File: config.mk
export PLATFORM = sky130hd
export DESIGN_NAME = op_dispatch
export DESIGN_NICKNAME = d
export VERILOG_FILES = /design/src/rtl/op_dispatch.sv
export SDC_FILE = /design/constraint.sdc
export NUM_CORES = 1
export LEC_CHECK = 0
export CORE_ASPECT_RATIO = 1.75
export CORE_MARGIN = 4
export CORE_UTILIZATION = 40
export CTS_BUF_LIST = sky130_fd_sc_hd__clkbuf_16
export CTS_CLUSTER_SIZE = 10
export DETAILED_ROUTE_END_ITERATION = 10
export PLACE_DENSITY = 0.78
export SYNTH_ARGS = -nofsm -noshare
export SYNTH_HDL_FRONTEND = slang
export SYNTH_SLANG_ARGS = --single-unit
File: constraint.sdc
create_clock -name clk -period 2.7 [get_ports clk]
set_input_delay 0.54 -clock clk [delete_from_list [all_inputs] [get_ports clk]]
set_output_delay 0.54 -clock clk [all_outputs]
set_load 0.005 [all_outputs]
File: src/rtl/op_dispatch.sv
// op_dispatch: reads the formula of a [subject formula] reduction cell and hands opcode 4 to the
// increment block. Define OP_DISPATCH_CELL_OP_EN to also execute opcode 3 (cell test) locally.
module op_dispatch #(
  parameter int unsigned ADDR_W   = 28,
  parameter int unsigned DATA_W   = 64,
  parameter logic [27:0] NIL      = 28'h0,
  parameter logic [2:0]  MUX_EXEC = 3'd2,
  parameter logic [2:0]  MUX_INCR = 3'd4
) (
  input  logic              clk,
  input  logic              rst,
  input  logic [2:0]        op_start,
  input  logic [ADDR_W-1:0] op_address,
  input  logic [DATA_W-1:0] op_data,
  input  logic              mem_ready,
  input  logic [DATA_W-1:0] read_data1,
  output logic              mem_execute,
  output logic [ADDR_W-1:0] address1,
  output logic [1:0]        mem_func,
  output logic [DATA_W-1:0] write_data,
  output logic [2:0]        incr_start,
  output logic [ADDR_W-1:0] incr_address,
  output logic [DATA_W-1:0] incr_data,
  input  logic              incr_finished,
  input  logic [7:0]        incr_error,
  output logic [7:0]        dispatch_error,
  output logic [3:0]        return_sys_func,
  output logic [3:0]        return_state,
  output logic              finished
);

  typedef struct packed {
    logic [5:0]  pad;
    logic        hed_tag;
    logic        tel_tag;
    logic [27:0] hed;
    logic [27:0] tel;
  } word_t;

  typedef enum logic [3:0] {
    S_IDLE,
    S_INIT,
    S_READ_FORM,
    S_DISPATCH,
    S_WAIT_INCR,
`ifdef OP_DISPATCH_CELL_OP_EN
    S_CELL_WRITE,
    S_CELL_WAIT,
`endif
    S_DONE,
    S_ERROR
  } state_e;

  localparam logic [1:0]  FUNC_IDLE     = 2'b00;
  localparam logic [1:0]  FUNC_GET      = 2'b01;
`ifdef OP_DISPATCH_CELL_OP_EN
  localparam logic [1:0]  FUNC_SET      = 2'b10;
`endif
  localparam logic [27:0] OPC_CELL      = 28'd3;
  localparam logic [27:0] OPC_INCR      = 28'd4;
  localparam logic [7:0]  ERR_OP_ATOM   = 8'h01;
  localparam logic [7:0]  ERR_FORM_CELL = 8'h02;
  localparam logic [7:0]  ERR_OPCODE    = 8'h03;
  localparam logic [7:0]  ERR_INCR      = 8'h04;
  localparam logic [3:0]  SYS_FUNC_READ = 4'h1;
  localparam logic [3:0]  SYS_READ_INIT = 4'h0;

  state_e              state_q, state_d;
  logic                sel_prev_q, sel_prev_d;
  logic                mem_execute_q, mem_execute_d;
  logic [ADDR_W-1:0]   address1_q, address1_d;
  logic [1:0]          mem_func_q, mem_func_d;
  logic [DATA_W-1:0]   write_data_q, write_data_d;
  logic [2:0]          incr_start_q, incr_start_d;
  logic [ADDR_W-1:0]   incr_address_q, incr_address_d;
  logic [DATA_W-1:0]   incr_data_q, incr_data_d;
  logic [7:0]          dispatch_error_q, dispatch_error_d;
  logic [3:0]          return_sys_func_q, return_sys_func_d;
  logic [3:0]          return_state_q, return_state_d;
  logic                finished_q, finished_d;
  logic [ADDR_W-1:0]   res_addr_q, res_addr_d;
  word_t               formula_q, formula_d;

  word_t op_word;
  word_t rd_word;
  logic  start_sel;
  logic  start_edge;
  logic  unused_op_bits;

  assign op_word        = op_data;
  assign rd_word        = read_data1;
  assign start_sel      = (op_start == MUX_EXEC);
  assign start_edge     = start_sel && !sel_prev_q;
  assign unused_op_bits = ^{op_word.pad, op_word.hed_tag, op_word.hed};

  always_comb begin
    // NOTE: every _d defaults to its _q first, so no path through the case can infer a latch.
    state_d           = state_q;
    sel_prev_d        = start_sel;
    mem_execute_d     = mem_execute_q;
    address1_d        = address1_q;
    mem_func_d        = mem_func_q;
    write_data_d      = write_data_q;
    incr_start_d      = incr_start_q;
    incr_address_d    = incr_address_q;
    incr_data_d       = incr_data_q;
    dispatch_error_d  = dispatch_error_q;
    return_sys_func_d = return_sys_func_q;
    return_state_d    = return_state_q;
    finished_d        = finished_q;
    res_addr_d        = res_addr_q;
    formula_d         = formula_q;

    if (start_edge) begin
      // A fresh start edge restarts from a clean slate, even out of ERROR.
      state_d           = S_INIT;
      mem_execute_d     = 1'b0;
      address1_d        = '0;
      mem_func_d        = FUNC_IDLE;
      write_data_d      = '0;
      incr_start_d      = '0;
      incr_address_d    = '0;
      incr_data_d       = '0;
      dispatch_error_d  = '0;
      return_sys_func_d = '0;
      return_state_d    = '0;
      finished_d        = 1'b0;
      res_addr_d        = '0;
      formula_d         = '0;
    end else if (!start_sel) begin
      mem_execute_d = 1'b0;
      incr_start_d  = '0;
      finished_d    = 1'b0;
    end else begin
      unique case (state_q)
        S_IDLE: finished_d = 1'b0;
        S_INIT: begin
          if (op_word.tel_tag) begin
            dispatch_error_d = ERR_OP_ATOM;
            state_d          = S_ERROR;
          end else begin
            address1_d    = ADDR_W'(op_word.tel);
            mem_func_d    = FUNC_GET;
            mem_execute_d = 1'b1;
            res_addr_d    = op_address;
            state_d       = S_READ_FORM;
          end
        end
        S_READ_FORM: begin
          mem_execute_d = 1'b0;
          mem_func_d    = FUNC_IDLE;
          if (mem_ready) begin
            formula_d = rd_word;
            if (!rd_word.hed_tag) begin
              dispatch_error_d = ERR_FORM_CELL;
              state_d          = S_ERROR;
            end else begin
              state_d = S_DISPATCH;
            end
          end
        end
        S_DISPATCH: begin
          if (formula_q.hed == OPC_INCR) begin
            incr_address_d = res_addr_q;
            incr_data_d    = formula_q;
            incr_start_d   = MUX_INCR;
            state_d        = S_WAIT_INCR;
`ifdef OP_DISPATCH_CELL_OP_EN
          end else if (formula_q.hed == OPC_CELL) begin
            state_d = S_CELL_WRITE;
`endif
          end else begin
            dispatch_error_d = ERR_OPCODE;
            state_d          = S_ERROR;
          end
        end
        S_WAIT_INCR: begin
          incr_start_d = MUX_INCR;
          // An error reported alongside the done pulse takes precedence.
          if (incr_error != 8'h00) begin
            dispatch_error_d = ERR_INCR;
            incr_start_d     = '0;
            state_d          = S_ERROR;
          end else if (incr_finished) begin
            incr_start_d      = '0;
            finished_d        = 1'b1;
            return_sys_func_d = SYS_FUNC_READ;
            return_state_d    = SYS_READ_INIT;
            state_d           = S_DONE;
          end
        end
`ifdef OP_DISPATCH_CELL_OP_EN
        S_CELL_WRITE: begin
          address1_d    = res_addr_q;
          write_data_d  = DATA_W'({6'b0, 1'b1, 1'b1,
                                   (formula_q.tel_tag ? 28'h1 : 28'h0), NIL});
          mem_func_d    = FUNC_SET;
          mem_execute_d = 1'b1;
          state_d       = S_CELL_WAIT;
        end
        S_CELL_WAIT: begin
          mem_execute_d = 1'b0;
          mem_func_d    = FUNC_IDLE;
          if (mem_ready) begin
            finished_d        = 1'b1;
            return_sys_func_d = SYS_FUNC_READ;
            return_state_d    = SYS_READ_INIT;
            state_d           = S_DONE;
          end
        end
`endif
        S_DONE: begin
          finished_d = 1'b0;
          state_d    = S_IDLE;
        end
        S_ERROR: begin
          mem_execute_d = 1'b0;
          mem_func_d    = FUNC_IDLE;
          incr_start_d  = '0;
          finished_d    = 1'b0;
        end
        default: state_d = S_IDLE;
      endcase
    end
  end

  always_ff @(posedge clk or negedge rst) begin
    if (!rst) begin
      state_q           <= S_IDLE;
      sel_prev_q        <= 1'b0;
      mem_execute_q     <= 1'b0;
      address1_q        <= '0;
      mem_func_q        <= FUNC_IDLE;
      write_data_q      <= '0;
      incr_start_q      <= '0;
      incr_address_q    <= '0;
      incr_data_q       <= '0;
      dispatch_error_q  <= '0;
      return_sys_func_q <= '0;
      return_state_q    <= '0;
      finished_q        <= 1'b0;
      res_addr_q        <= '0;
      formula_q         <= '0;
    end else begin
      // NOTE: non-blocking updates so every flop samples the pre-edge value of the others.
      state_q           <= state_d;
      sel_prev_q        <= sel_prev_d;
      mem_execute_q     <= mem_execute_d;
      address1_q        <= address1_d;
      mem_func_q        <= mem_func_d;
      write_data_q      <= write_data_d;
      incr_start_q      <= incr_start_d;
      incr_address_q    <= incr_address_d;
      incr_data_q       <= incr_data_d;
      dispatch_error_q  <= dispatch_error_d;
      return_sys_func_q <= return_sys_func_d;
      return_state_q    <= return_state_d;
      finished_q        <= finished_d;
      res_addr_q        <= res_addr_d;
      formula_q         <= formula_d;
    end
  end

  assign mem_execute     = mem_execute_q;
  assign address1        = address1_q;
  assign mem_func        = mem_func_q;
  assign write_data      = write_data_q;
  assign incr_start      = incr_start_q;
  assign incr_address    = incr_address_q;
  assign incr_data       = incr_data_q;
  assign dispatch_error  = dispatch_error_q;
  assign return_sys_func = return_sys_func_q;
  assign return_state    = return_state_q;
  assign finished        = finished_q;

endmodule

==> impl_metrics.env, run 1 <==
# flow metrics
export IMPL_logic_area_mm2=0.00268
export IMPL_cp_num_cells=6
export IMPL_mux_area_frac=0.00241
export IMPL_nets=1095
export IMPL_ctsResizeCount=0
export IMPL_drcViolationCount=0
export IMPL_lay_top_cells="262 x clkdlybuf4s50_1, 224 x dfrtp_1, 184 x a22o_1"
export IMPL_ys_sh_xor=0.000992
export IMPL_synth_cell_types=43
export IMPL_dr_pass1_iters=4
export IMPL_grt_pass1_vias=6794
export IMPL_arrival_ps=2920
export IMPL_critical_path_class="register to register"
export IMPL_io_pins=378
export IMPL_rsz0062_at_grt="no"
export IMPL_power_density_mw_per_mm2=595
export IMPL_cp_top_family="simple AND/OR/NAND/NOR gates"
export IMPL_common_cells="224 x dfrtp_1, 184 x a22o_1, 83 x buf_4"
export IMPL_h_tree_depth=1
export IMPL_cts_tree="built"
export IMPL_ys_sh_aoi=0.205
export IMPL_cp_required_ps=3100
export IMPL_hold_path_end="incr_data[30]"
export IMPL_setup_viol=0
export IMPL_fp_utilization=0.409
export IMPL_powerComb_mw=0.867
export IMPL_max_stage_delay_ps=500
export IMPL_synthToLayoutAreaGrowth_pct=39.1
export IMPL_share_seq_of_total_power=0.479
export IMPL_top_cell="dfrtp_1"
export IMPL_drive_above_1_share=0.0671
export IMPL_relSlewSlack=0.605
export IMPL_maxCapViolations=0
export IMPL_ys_seq_frac=0.635
export IMPL_finalCriticalPeriod_ps=2530
export IMPL_syn_area_per_cell_um2=13.4
export IMPL_status="completed"
export IMPL_p_sw_mw=1.75
export IMPL_cp_end_kind="register"
export IMPL_yosysChipArea_mm2=0.00883
export IMPL_internal_power_mw=5.56
export IMPL_clkTransAtPathRegs_ps=60
export IMPL_synth_stat_cells=658
export IMPL_top_area_cell="dfrtp_1"
export IMPL_place_inst=1187
export IMPL_dp_slack_ps=47.1
export IMPL_min_path_cells=1
export IMPL_antenna_found_initial=3
export IMPL_tightest_slew_ps=588
export IMPL_port_buffers=263
export IMPL_crit_buf_inv=1
export IMPL_pg_seq_mw=3.50
export IMPL_grt_overflow_total=0
export IMPL_cts_buffers=26
export IMPL_antenna_left=0
export IMPL_yosys_warnings=0
export IMPL_vias=6348
export IMPL_fin_crit_sh=0.936
export IMPL_rows=71
export IMPL_vias_per_cell=5.21
export IMPL_fmax_ghz=0.396
export IMPL_fin_cells=1219
export IMPL_drtIter0Drc=347
export IMPL_warnings=61
-- run 1: cell families (layout without fill, tap and decap cells) --
logic type / after synthesis / count (layout)
other: 1 / 82
xor gates and xnor gates: 1 / 1
buffers and inverters: 130 / 318
and+or+nand+nor: 87 / 87
DFF: 224 / 224
AOI/OAI and AO/OA: 213 / 213
muxes: 2 / 2
-- run 1: metal layers --
metal,up-vias,GRT usage,wire length [um]
met3,77,0.0290,1410
met2,284,0.337,12600
met5,-,0,0
li1,2803,-,-
met4,0,0.114,1450
met1,3184,0.209,8580
-- run 1: through the flow --
stage / hold WS [ps] / instance area, um2
2_1_floorplan: 244 / 9130
3_3_place_gp: 460 / 11600
3_5_place_dp: 465 / 11600
4_1_cts: 478 / 12300
5_1_grt: 495 / 12300
6_report: 475 / 12300
-- run 1: how the worst max path moves through the flow --
| stage | end | from | slack [ps] |
|---|---|---|---|
| 2_1_floorplan | state_q[0] | op_start[2] | 460 |
| 3_3_place_gp | dispatch_error[1] | incr_error[1] | 50 |
| 3_5_place_dp | incr_address[23] | op_start[1] | 50 |
| 4_1_cts | incr_address[17] | formula_q[46] | 210 |
| 5_1_grt | incr_data[15] | formula_q[46] | 130 |
| 6_report | incr_data[27] | formula_q[46] | 170 |
-- run 1: flip-flops by register name, summed over array words and instances (netlist names), 3 cells and up --
name	count
formula_q	64
incr_data	64
address1	28
incr_address	28
res_addr_q	28
dispatch_error	3
state_q	3
-- run 1: cell type report --
type / instances / area share
clock buffer: 26 / 0.0530
tap: 292 / 0.0297
timing repair buffer: 286 / 0.239
clock inverter: 2 / 0.00204
sequential: 224 / 0.456
multi-input combinational: 382 / 0.218
inverter: 4 / 0.00122
antenna: 3 / 0.000611
-- run 1: timing repair --
action                     4_1_cts  5_1_grt
setup endpoints to repair        0        0
hold buffers                     1        0
hold endpoints to repair        13        0
**Run 1: clock network drawn from the DEF**

Scale: 2 px per um.
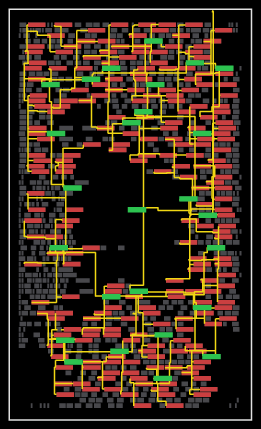
[yellow] clock wires | length: 2820 um
[red] flip-flops | count: 224
[green] cells driving clock nets | count: 26
flops lie	all over the die
latest clock arrival within the worst-skew pair: 520 ps
P_clk: 2.94 mW
clk_skew: 18.5 ps

**Run 1: zoomed window**

Window x 80 to 100, y 41 to 61 um. Cells in grey, sequential cells in the stronger grey; small squares are vias.
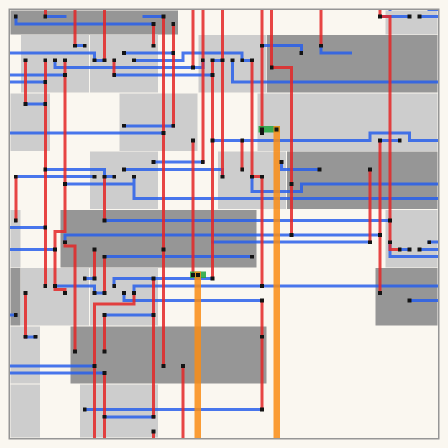
colour	layer
blue	met1
red	met2
green	met3
orange	met4
most frequent	a22o_1 (8), dfrtp_1 (4), clkdlybuf4s50_1 (3)
netlist names of flops here include	incr_data (3), formula_q (1)
cells with their middle in the window	16
sequential cells in the window	4

**Run 1: routing congestion map**

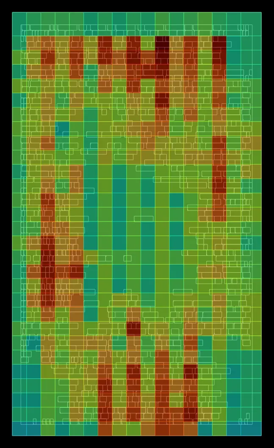
drt wl/cell: 19.7 um
GRT Util Overall: 0.189
met1 Usage GRT: 0.209
post-layout util: 0.569

**Run 1: metal layers overlaid**

Scale: 2 px per um.
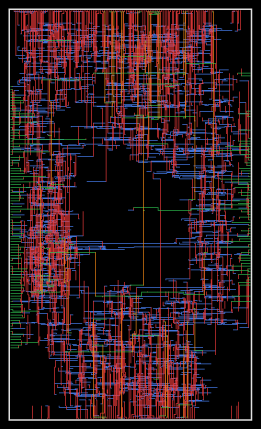

==> inputs of run 2 (changes only) <==
Settings changed: CELL_PAD_IN_SITES_DETAIL_PLACEMENT from default to 0, CELL_PAD_IN_SITES_GLOBAL_PLACEMENT from default to 1, CORE_UTILIZATION 40 to 33, PLACE_DENSITY 0.78 to 0.83.
**Run 2: metal layers overlaid**

Scale: 2 px per um.
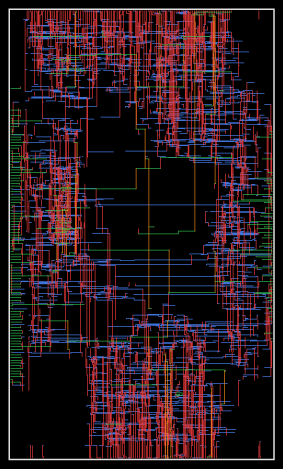
colour	layer	wire length
blue	met1	9080 um
green	met3	1510 um
orange	met4	911 um
red	met2	12900 um
GRT Util Overall: 0.159
WL final: 24.4 mm

==> impl_metrics.env, run 2 <==
# flow metrics
export IMPL_h_tree_depth=1
export IMPL_drive_above_1_share=0.0720
export IMPL_synth_cell_types=43
export IMPL_fp_utilization=0.333
export IMPL_max_stage_delay_ps=570
export IMPL_io_pins=378
export IMPL_top_area_cell="dfrtp_1"
export IMPL_status="completed"
export IMPL_grt_overflow_total=0
export IMPL_antenna_found_initial=5
export IMPL_clkSinkCount=224
export IMPL_common_cells="224 x dfrtp_1, 184 x a22o_1, 83 x buf_4"
export IMPL_fillers=2367
export IMPL_grt_pass1_wl_mm=37.7
export IMPL_relSlewSlack=0.578
export IMPL_power_density_mw_per_mm2=597
export IMPL_nets=1099
export IMPL_cp_end_kind="register"
export IMPL_core_area_mm2=0.0265
export IMPL_syn_area_per_cell_um2=13.4
export IMPL_finalCriticalPeriod_ps=2560
export IMPL_synth_seq_cells=224
export IMPL_critPathMaxFanout=92
export IMPL_yosysChipArea_mm2=0.00883
export IMPL_path_cells="nor4_2, nand3_1, or4_4, a21o_2, buf_12, a22o_1"
export IMPL_cts_buffer_depth=3
export IMPL_clkTransAtPathRegs_ps=50
export IMPL_dr_pass1_iters=4
export IMPL_setup_slack_ps=144
export IMPL_critical_path_class="register to register"
export IMPL_synth_stat_cells=658
export IMPL_tightest_slew_ps=633
export IMPL_arrival_ps=2950
export IMPL_vias=6276
export IMPL_dp_slack_ps=66.7
export IMPL_cp_required_ps=3100
export IMPL_top_cells_by_area="dfrtp_1 63%, a22o_1 18%, buf_4 7.1%"
export IMPL_yosys_warnings=0
export IMPL_cts_hold_buf=0
export IMPL_hold_worst_slack_ps=25.3
export IMPL_maxCapViolations=0
export IMPL_top_cell_area_share=0.635
export IMPL_antenna_left=0
export IMPL_grt_pass1_vias=6573
export IMPL_vias_per_cell=4.98
export IMPL_post_drt_wl_per_cell_um=19.4
export IMPL_drtIter0Drc=255
export IMPL_logic_area_mm2=0.00268
export IMPL_cp_top_family="simple AND/OR/NAND/NOR gates"
export IMPL_hold_viol_final=0
export IMPL_rows=79
export IMPL_clk_latency_ps=520
export IMPL_synth_area_mm2=0.00883
export IMPL_drcViolationCount=0
export IMPL_lay_top_cells="262 x clkdlybuf4s50_1, 224 x dfrtp_1, 184 x a22o_1"
export IMPL_die_area_mm2=0.0296
export IMPL_timing_rr_start="formula_q[34]"
export IMPL_ys_seq_frac=0.635
export IMPL_cts_tree="built"
export IMPL_dieHeight_um=224
export IMPL_worstSetupStartpoint="formula_q[34]"
export IMPL_p_leak_nw=5.76
export IMPL_fin_skew_ps=10.7
export IMPL_fmax_ghz=0.391
export IMPL_async_flop_share=1.00
export IMPL_slew_violations=0
export IMPL_synthToLayoutAreaGrowth_pct=39.9
export IMPL_warnings=61
export IMPL_cp_slowest_cell="or4_4"
export IMPL_port_buffers=263
export IMPL_cts_setup_buffers=0
export IMPL_cts_buffers=26
export IMPL_rsz0062_at_grt="no"
export IMPL_holdCritPathClass="input pin to async pin"
export IMPL_ctsResizeCount=0
export IMPL_top_cell="dfrtp_1"
export IMPL_crit_buf_inv=1
export IMPL_setup_viol=0
export IMPL_fin_crit_sh=0.947
**Run 2: zoomed window**

Window x 89 to 109, y 46 to 66 um. Cells in grey, sequential cells in the stronger grey; small squares are vias.
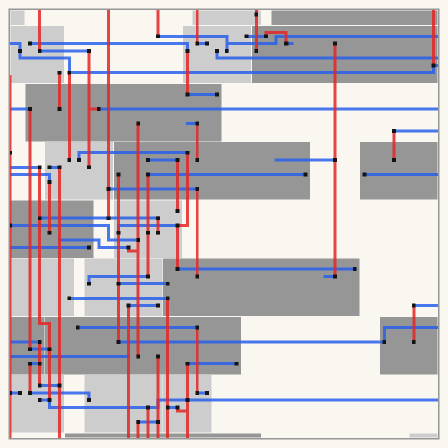

run 2: logic make-up after synthesis:
kind of cell | count (synthesis) | share of synthesized area
other cells | 1 | 0.000425
compound gates | 213 | 0.205
buf+inv | 130 | 0.0987
simple gates | 87 | 0.0581
xor+xnor | 1 | 0.000992
flops | 224 | 0.635
mux | 2 | 0.00241
run 2: worst paths after layout:
| path | end | slack, ps | depth (start not counted) |
|---|---|---|---|
| max | incr_address[26] | 140 | 6 |
| min reg2reg | incr_data[30] | 480 | 1 |
| min | incr_address[14] | 30 | 1 |
| max in group asynchronous | incr_data[38] | 1890 | 2 |
| min in group clk | incr_data[30] | 480 | 1 |
| max reg2reg | incr_address[26] | 140 | 6 |
run 2: power breakdown:
| part | internal (mW) | switching, mW |
|---|---|---|
| sequential | 3.44 | 0.0525 |
| combinational | 0.434 | 0.445 |
| clock | 1.75 | 1.26 |
run 2: area by class of cell:
class                           instances  area share
Clock buffer                           27      0.0547
Multi-Input combinational cell        382       0.217
Tap cell                              324      0.0328
Timing Repair Buffer                  290       0.239
Inverter                                4     0.00121
Sequential cell                       224       0.453
Antenna cell                            5     0.00101
Clock inverter                          4     0.00132
run 2: per-stage QoR:
stage	cells	util	power, mW	instance area [um2]
floorplan	736	-	4.02	9130
global placement	1224	0.440	4.42	11700
detailed placement	1224	0.440	4.43	11700
CTS	1255	0.466	7.49	12300
global route	1260	0.467	7.72	12400
finish	1260	0.467	7.38	12400
run 2: layer usage:
metal | routed length [um] | vias up | track usage | part of all wire
met1 | 9080 | 3125 | 0.184 | 0.37
met4 | 911 | 0 | 0.0729 | 0.037
met5 | 0 | - | 0 | 0
met3 | 1510 | 61 | 0.0284 | 0.062
met2 | 12900 | 278 | 0.288 | 0.53
li1 | - | 2812 | - | -
==> inputs of run 3 (changes only) <==
Settings changed: GPL_ROUTABILITY_DRIVEN from default to 0.
**Run 3: clock network drawn from the DEF**

Scale: 1.5 px per um.
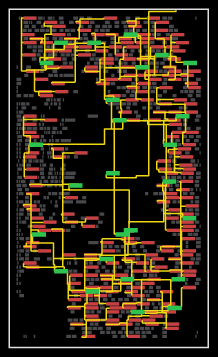
P_clk: 3.00 mW
clock share of power: 0.407
clk_skew: 10.7 ps

==> impl_metrics.env, run 3 <==
# flow metrics
export IMPL_max_stage_delay_ps=570
export IMPL_dp_slack_ps=66.7
export IMPL_top_cells_by_area="dfrtp_1 63%, a22o_1 18%, buf_4 7.1%"
export IMPL_ff2ff_setup_slack_ps=140
export IMPL_yosysChipArea_mm2=0.00883
export IMPL_synth_stat_cells=658
export IMPL_r2r_cells=6
export IMPL_rows=79
export IMPL_antenna_found_initial=5
export IMPL_ys_sh_aoi=0.205
export IMPL_share_seq_of_total_power=0.474
export IMPL_clkTransAtPathRegs_ps=50
export IMPL_synthToLayoutAreaGrowth_pct=39.9
export IMPL_core_area_mm2=0.0265
export IMPL_synth_cell_types=43
export IMPL_fp_utilization=0.333
export IMPL_top_cell="dfrtp_1"
export IMPL_finalCriticalPeriod_ps=2560
export IMPL_hold_viol_final=0
export IMPL_routed_wl_mm=24.4
export IMPL_vdd_ir_drop_max_mv=0.383
export IMPL_dr_pass1_iters=4
export IMPL_h_tree_depth=1
export IMPL_drive_above_1_share=0.0720
export IMPL_path_cells="nor4_2, nand3_1, or4_4, a21o_2, buf_12, a22o_1"
export IMPL_power_frac_comb=0.119
export IMPL_p_sw_frac=0.238
export IMPL_power_density_mw_per_mm2=597
export IMPL_fa_ha_area_frac=0
export IMPL_drtIter0Drc=255
export IMPL_cts_setup_buffers=0
export IMPL_fin_area_mm2=0.0124
export IMPL_die_area_mm2=0.0296
export IMPL_reg2reg_to="incr_address[26]"
export IMPL_ys_sh_xor=0.000992
export IMPL_cts_hold_buf=0
export IMPL_synth_seq_cells=224
export IMPL_ctsResizeCount=0
export IMPL_port_buffers=263
export IMPL_yosys_warnings=0
export IMPL_grt_usage=0.159
export IMPL_nets=1099
export IMPL_fin_crit_sh=0.947
export IMPL_slew_violations=0
export IMPL_warnings=61
export IMPL_top_area_cell="dfrtp_1"
export IMPL_grt_overflow_total=0
export IMPL_fmax_ghz=0.391
export IMPL_hold_worst_slack_ps=25.3
export IMPL_mux_area_frac=0.00241
export IMPL_setup_slack_ps=144
export IMPL_clk_latency_ps=520
export IMPL_utilization=0.467
export IMPL_timing_rr_start="formula_q[34]"
export IMPL_p_leak_nw=5.76
export IMPL_io_pins=378
export IMPL_placed_cell_area_mm2=0.0117
export IMPL_cts_buffer_depth=3
export IMPL_async_flop_share=1.00
export IMPL_critical_path_class="register to register"
export IMPL_arrival_ps=2950
export IMPL_cp_slowest_cell="or4_4"
export IMPL_holdCritPathClass="input pin to async pin"
export IMPL_antenna_left=0
export IMPL_ys_seq_frac=0.635
export IMPL_tightest_slew_ps=633
export IMPL_critPathMaxFanout=92
export IMPL_maxCapViolations=0
export IMPL_common_cells="224 x dfrtp_1, 184 x a22o_1, 83 x buf_4"
export IMPL_p_sw_mw=1.75
export IMPL_logic_family="AND-OR/OR-AND gates"
export IMPL_dieHeight_um=224
export IMPL_status="completed"
export IMPL_cp_required_ps=3100
export IMPL_rsz0062_at_grt="no"
export IMPL_relSlewSlack=0.578
export IMPL_setup_viol=0
export IMPL_post_drt_wl_per_cell_um=19.4
**Run 3: met4 routing**

Scale: 2 px per um.
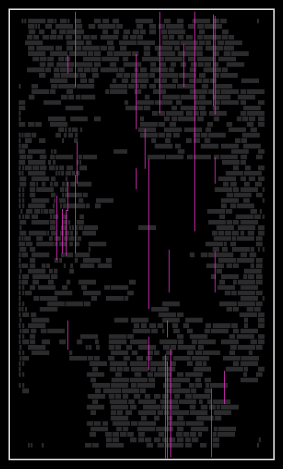
longest straight run	110 um
share of all routed wire	3.7%
nets with wire on the layer	17
via count: 6276

-- run 3: cell counts after synthesis --
Identical to the previous run, type by type.
-- run 3: power groups by stage --
| stage | clock, mW | combinational (mW) | sequential, mW |
|---|---|---|---|
| after global routing | 3.25 | 0.965 | 3.50 |
| after global placement | 0 | 0.873 | 3.55 |
| after detailed placement | 0 | 0.882 | 3.55 |
| after CTS | 3.11 | 0.885 | 3.49 |
| final | 3.00 | 0.879 | 3.49 |
| after floorplan | 0 | 0.477 | 3.55 |
-- run 3: worst max-delay path by stage --
stage                     slack [ps]     startpoint                to  cells past startpoint
after floorplan                  460    op_start[2]        state_q[0]                      6
after global placement            70  incr_error[5]        state_q[0]                      5
after detailed placement          70  incr_error[5]        state_q[0]                      5
after CTS                        240  formula_q[34]     incr_data[17]                      6
after global routing             100  formula_q[31]  incr_address[15]                      6
final                            140  formula_q[34]  incr_address[26]                      6
-- run 3: layout make-up --
cell class                 count  area, um2
multi-input combinational    382       2680
inverter                       4       15.0
clock buffer                  27        676
clock inverter                 4       16.3
sequential                   224       5610
fill                        2367      14100
antenna                        5       12.5
timing repair buffer         290       2950
tap                          324        405
-- run 3: critical path, delay by kind of cell, from the launching register on --
kind	cells	cell delay, ps
buffers and inverters	1	170
AOI/OAI and AO/OA	2	600
DFF	1	390
and+or+nand+nor	3	1100
-- run 3: metrics by stage --
stage / cells / power, mW
2_1_floorplan: 736 / 4.02
3_3_place_gp: 1224 / 4.42
3_5_place_dp: 1224 / 4.43
4_1_cts: 1255 / 7.49
5_1_grt: 1260 / 7.72
6_report: 1260 / 7.38
-- run 3: per-layer routing --
metal,global-route usage,vias up,part of all wire
met2,0.288,278,0.53
met1,0.184,3125,0.37
li1,-,2812,-
met5,0,-,0
met4,0.0729,0,0.037
met3,0.0284,61,0.062
Power figures rest on the tool's default switching activity, not on a simulated workload.
